Design cam_capture_ctrl_flat, sky130hd; sources not shown.
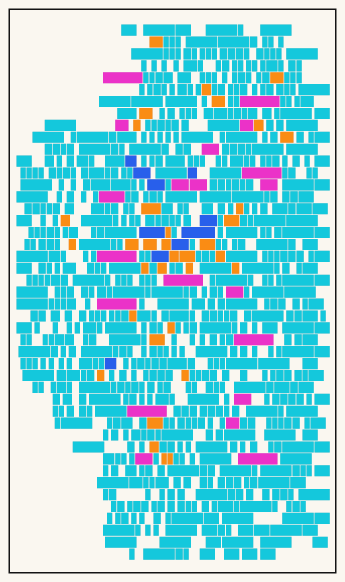
Fig. 1. Sizing map (run 1).
size	colour	cells	share
drive 3 to 4	blue	10	1.2%
drive 6 and up	magenta	20	2.4%
drive 1 or less	cyan	777	92%
drive 2	orange	34	4.0%
design area: 6210 µm²
worst setup margin: 0.314 ns
count of plain and timing-repair buffers: 82

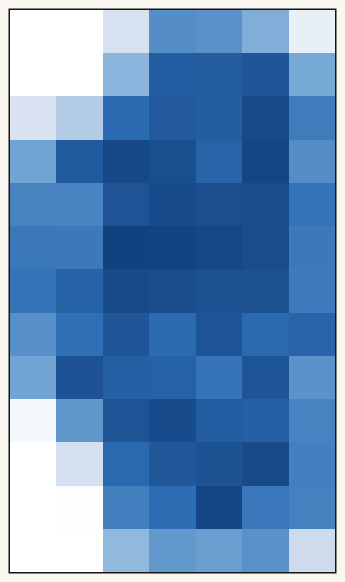
Fig. 2. Placement density heat map (run 1).
7 x 13 tiles, from white (low) to dark blue (high), 0 to 100% covered.
emptiest ninth of the die	lower left
mean over tiles	64%
fullest tile	93%
area of the core region: 8780 µm²
post-layout util: 0.707

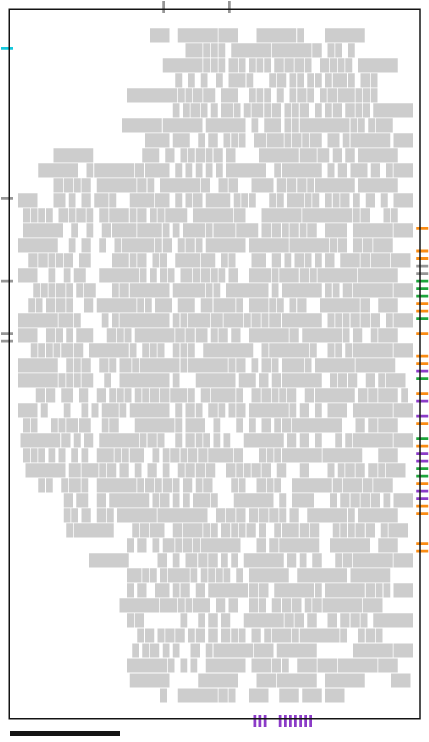
Fig. 3. Pin map (run 1).
The bar under the picture is 20 µm long. Pins as bars across the die edge, other pins in grey.
port	colour	pins	direction	edge
`clk`	cyan	1	input	left
`bus_px_data`	green	8	input	right
`bus_addr_in`	purple	17	output	10 bottom, 7 right
`bus_data_in`	orange	16	output	right
all pins by edge	33 right, 10 bottom, 5 left, 2 top
count of buffers from port buffering: 48
Die X: 74.2 µm
chip height: 128 µm

==> impl_table.tex <==
% Yosys + OpenROAD metrics
\begin{tabular}{lr}
\hline
Metric & Value \\
\hline
\multicolumn{2}{l}{\textbf{GRT}} \\
\quad Maximum number of pins on one net before global-route repair & 20 \\
\quad Met1 usage & 0.312 \\
\quad GRT overflow & 0 \\
\quad Tot GR Track Use & 0.307 \\
\quad Most used routing layer & met2 \\
\quad Number of antenna violations at the first check in global routing & 0 \\
\quad Global-route met3 utilization & 0.0603 \\
\quad Global-route wire length before repair & 22.5 mm \\
\quad Number of global-route vias before repair & 5015 \\
\quad Met2 Usage GRT & 0.556 \\
\multicolumn{2}{l}{\textbf{Synth}} \\
\quad Syn Std Cell Area & 5290 µm² \\
\quad Mean instance size in the synthesized netlist & 6.81 µm² \\
\quad Number of synthesized register bits & 102 \\
\quad Async S/R FF share, synth & 0 \\
\quad Main logic family & simple AND/OR/NAND/NOR gates \\
\quad Syn nets & 798 \\
\quad Sequential-to-total area share from yosys stat & 0.386 \\
\quad Area fraction in mux cells & 0 \\
\quad Count of instantiated cells in the yosys netlist & 777 \\
\quad Number of enable-type register cells in the synthesized netlist & 0 \\
\quad Yosys warns & 0 \\
\quad Most frequent cells after synthesis & sky130\_fd\_sc\_hd\_\_nand2\_1, sky130\_fd\_sc\_hd\_\_nor2\_1, sky130\_fd\_sc\_hd\_\_dfxtp\_1 \\
\quad Yosys synthesis chip area & 5290 µm² \\
\quad Area share of and/or/nand/nor cells after synthesis & 0.293 \\
\quad Largest area contributor in the synthesized netlist & sky130\_fd\_sc\_hd\_\_dfxtp\_1 \\
\quad Top\_reg\_cell synth & sky130\_fd\_sc\_hd\_\_dfxtp\_1 \\
\quad Most popular library cell in the synthesized design by count & sky130\_fd\_sc\_hd\_\_nand2\_1 \\
\quad Xor/xnor cell area share of the yosys netlist & 0.0248 \\
\quad Complex Gates by Area & 0.168 \\
\quad Number of distinct library cell variants in the gate-level netlist after synthesis & 41 \\
\quad Top cells by area & sky130\_fd\_sc\_hd\_\_dfxtp\_1, sky130\_fd\_sc\_hd\_\_nand2\_1, sky130\_fd\_sc\_hd\_\_nor2\_1, sky130\_fd\_sc\_hd\_\_o21ai\_0, sky130\_fd\_sc\_hd\_\_inv\_1 \\
\quad Fraction of the mapped netlist area in adder cells & 0.0189 \\
\quad Post-Synthesis Cells & 777 \\
\multicolumn{2}{l}{\textbf{Finish}} \\
\quad Largest cell class by area & multi-input combinational cells \\
\quad Count of non-filler cells in the finished layout & 958 \\
\quad Most numerous logic cells after layout & sky130\_fd\_sc\_hd\_\_nand2\_1, sky130\_fd\_sc\_hd\_\_nor2\_1, sky130\_fd\_sc\_hd\_\_dfxtp\_1 \\
\quad Fraction of area in clock buffers and inverters & 0.0469 \\
\quad Final-stage net count & 857 \\
\quad Count of non-CTS inverters in the layout & 103 \\
\quad Area grow syn2layout & 17.4\% \\
\quad Comb\_multi\_in & 538 \\
\quad Total of fill cells in the finished design & 707 \\
\quad Flop Count & 102 \\
\quad Sequential cell area in the final layout & 2040 µm² \\
\quad Proportion of cell area occupied by multi-input gates & 0.430 \\
\quad Most frequent logic cell in the layout & sky130\_fd\_sc\_hd\_\_nand2\_1 \\
\quad Combinational gate area & 2670 µm² \\
\quad Fraction of area in registers & 0.329 \\
\quad N\_diodes & 0 \\
\quad Non-clock buffer share of cell area & 0.108 \\
\multicolumn{2}{l}{\textbf{Drt}} \\
\quad Routed metal-1 wire length & 4.97 mm \\
\quad Count of TritonRoute iterations in the first routing pass & 5 \\
\quad DRT antenna net count & 0 \\
\quad Highest routed metal layer & met4 \\
\quad Met2 WL post-DR & 7.26 mm \\
\quad DRC violation count after routing & 0 \\
\quad Number of vias in the routed layout & 5261 \\
\quad Per-cell routed wire length & 14.2 µm \\
\quad Wirelength, routed & 13.6 mm \\
\quad DR iter-0 viols & 327 \\
\multicolumn{2}{l}{\textbf{Clocking}} \\
\quad Setup fix buffers added after clock tree synthesis & 0 \\
\quad Num CTS Buffers & 9 \\
\quad Post\_cts resized & 0 \\
\quad CTS tree & yes \\
\quad CTS Sinks & 102 \\
\quad Clock slew at the register clock pins of the worst setup and hold paths & 0.07 ns \\
\quad Level count of the clock H-tree & 3 \\
\quad CTS Hold Bufs & 0 \\
\quad Latency at later pin & 0.35 ns \\
\multicolumn{2}{l}{\textbf{Pwr}} \\
\quad Combinational Power Share & 0.416 \\
\quad Dominant power group & combinational cells \\
\quad Worst ir drop on vdd & 0.584 mV \\
\quad Switching share of power & 0.431 \\
\quad Sw Pwr & 2.62 mW \\
\quad Power in sequential cells & 2.24 mW \\
\quad Proportion of power drawn by flip-flops and latches & 0.369 \\
\quad Power density relative to cell area & 978 nW/µm² \\
\quad Total clock network power & 1.31 mW \\
\quad Internal power & 3.45 mW \\
\quad Power drawn by the combinational cells & 2.53 mW \\
\quad Overall power & 6.07 mW \\
\quad LEAKAGE & 2.44 nW \\
\multicolumn{2}{l}{\textbf{Worst setup path}} \\
\quad Critical path arrival & 2.54 ns \\
\quad Count of buffering cells on the critical path with inverters included & 3 \\
\quad Data required time of the critical path & 2.85 ns \\
\quad Worst R2R Path Depth & 13 \\
\quad Largest delay share family, worst path & simple AND/OR/NAND/NOR gates \\
\quad Slowest Stage Delay on Critical Path & 0.47 ns \\
\quad Crit path cell chain & inv\_1 > ha\_1 > nand2\_1 > inv\_1 > nand2\_1 > nor2\_1 > nand3\_2 > nand4\_2 > nor2\_4 > nand3\_2 > clkbuf\_1 > o21ai\_0 > a21oi\_1 \\
\quad Critical path depth & 13 \\
\quad Worst setup EP type & flop \\
\quad Worst reg-to-reg setup slack & 0.31 ns \\
\quad Startpoint type of the worst setup path & flop \\
\quad Class of the most critical setup path & reg2reg \\
\multicolumn{2}{l}{\textbf{Floorplanning}} \\
\quad Init Core Util & 0.602 \\
\quad Rows & 45 \\
\quad Number of tap instances & 117 \\
\multicolumn{2}{l}{\textbf{Outcome}} \\
\quad Run status & complete, no violations \\
\multicolumn{2}{l}{\textbf{Timing}} \\
\quad Fin Clk Skew & 0.00760 ns \\
\quad Transition at the pin with the smallest max-transition slack & 0.655 ns \\
\quad Max transition margin & 0.563 \\
\quad Final worst hold slack & 0.444 ns \\
\quad Setup TNS & 0 ns \\
\quad Final Hold Vio Count & 0 \\
\quad \# setup viols final & 0 \\
\quad Post-route minimum period & 2.31 ns \\
\quad Achievable Freq & 0.434 GHz \\
\quad Part of the cycle the worst path needs & 0.880 \\
\quad Unrepaired setup endpoints after global routing & false \\
\quad Max-slew violation count & 0 \\
\multicolumn{2}{l}{\textbf{Min path}} \\
\quad Worst hold path type & reg2reg \\
\multicolumn{2}{l}{\textbf{Run}} \\
\quad OpenROAD warnings & 30 \\
\quad Number of max-cap violations & 0 \\
\multicolumn{2}{l}{\textbf{Placement}} \\
\quad DPL Wire Length & 9.75 mm \\
\quad Area after DPL & 5920 µm² \\
\quad Worst slack at placement & 0.00189 ns \\
\quad Inst Count DP & 942 \\
\quad Routability cong. & 0.989 \\
\hline
\end{tabular}
Power figures rest on the tool's default switching activity, not on a simulated workload.
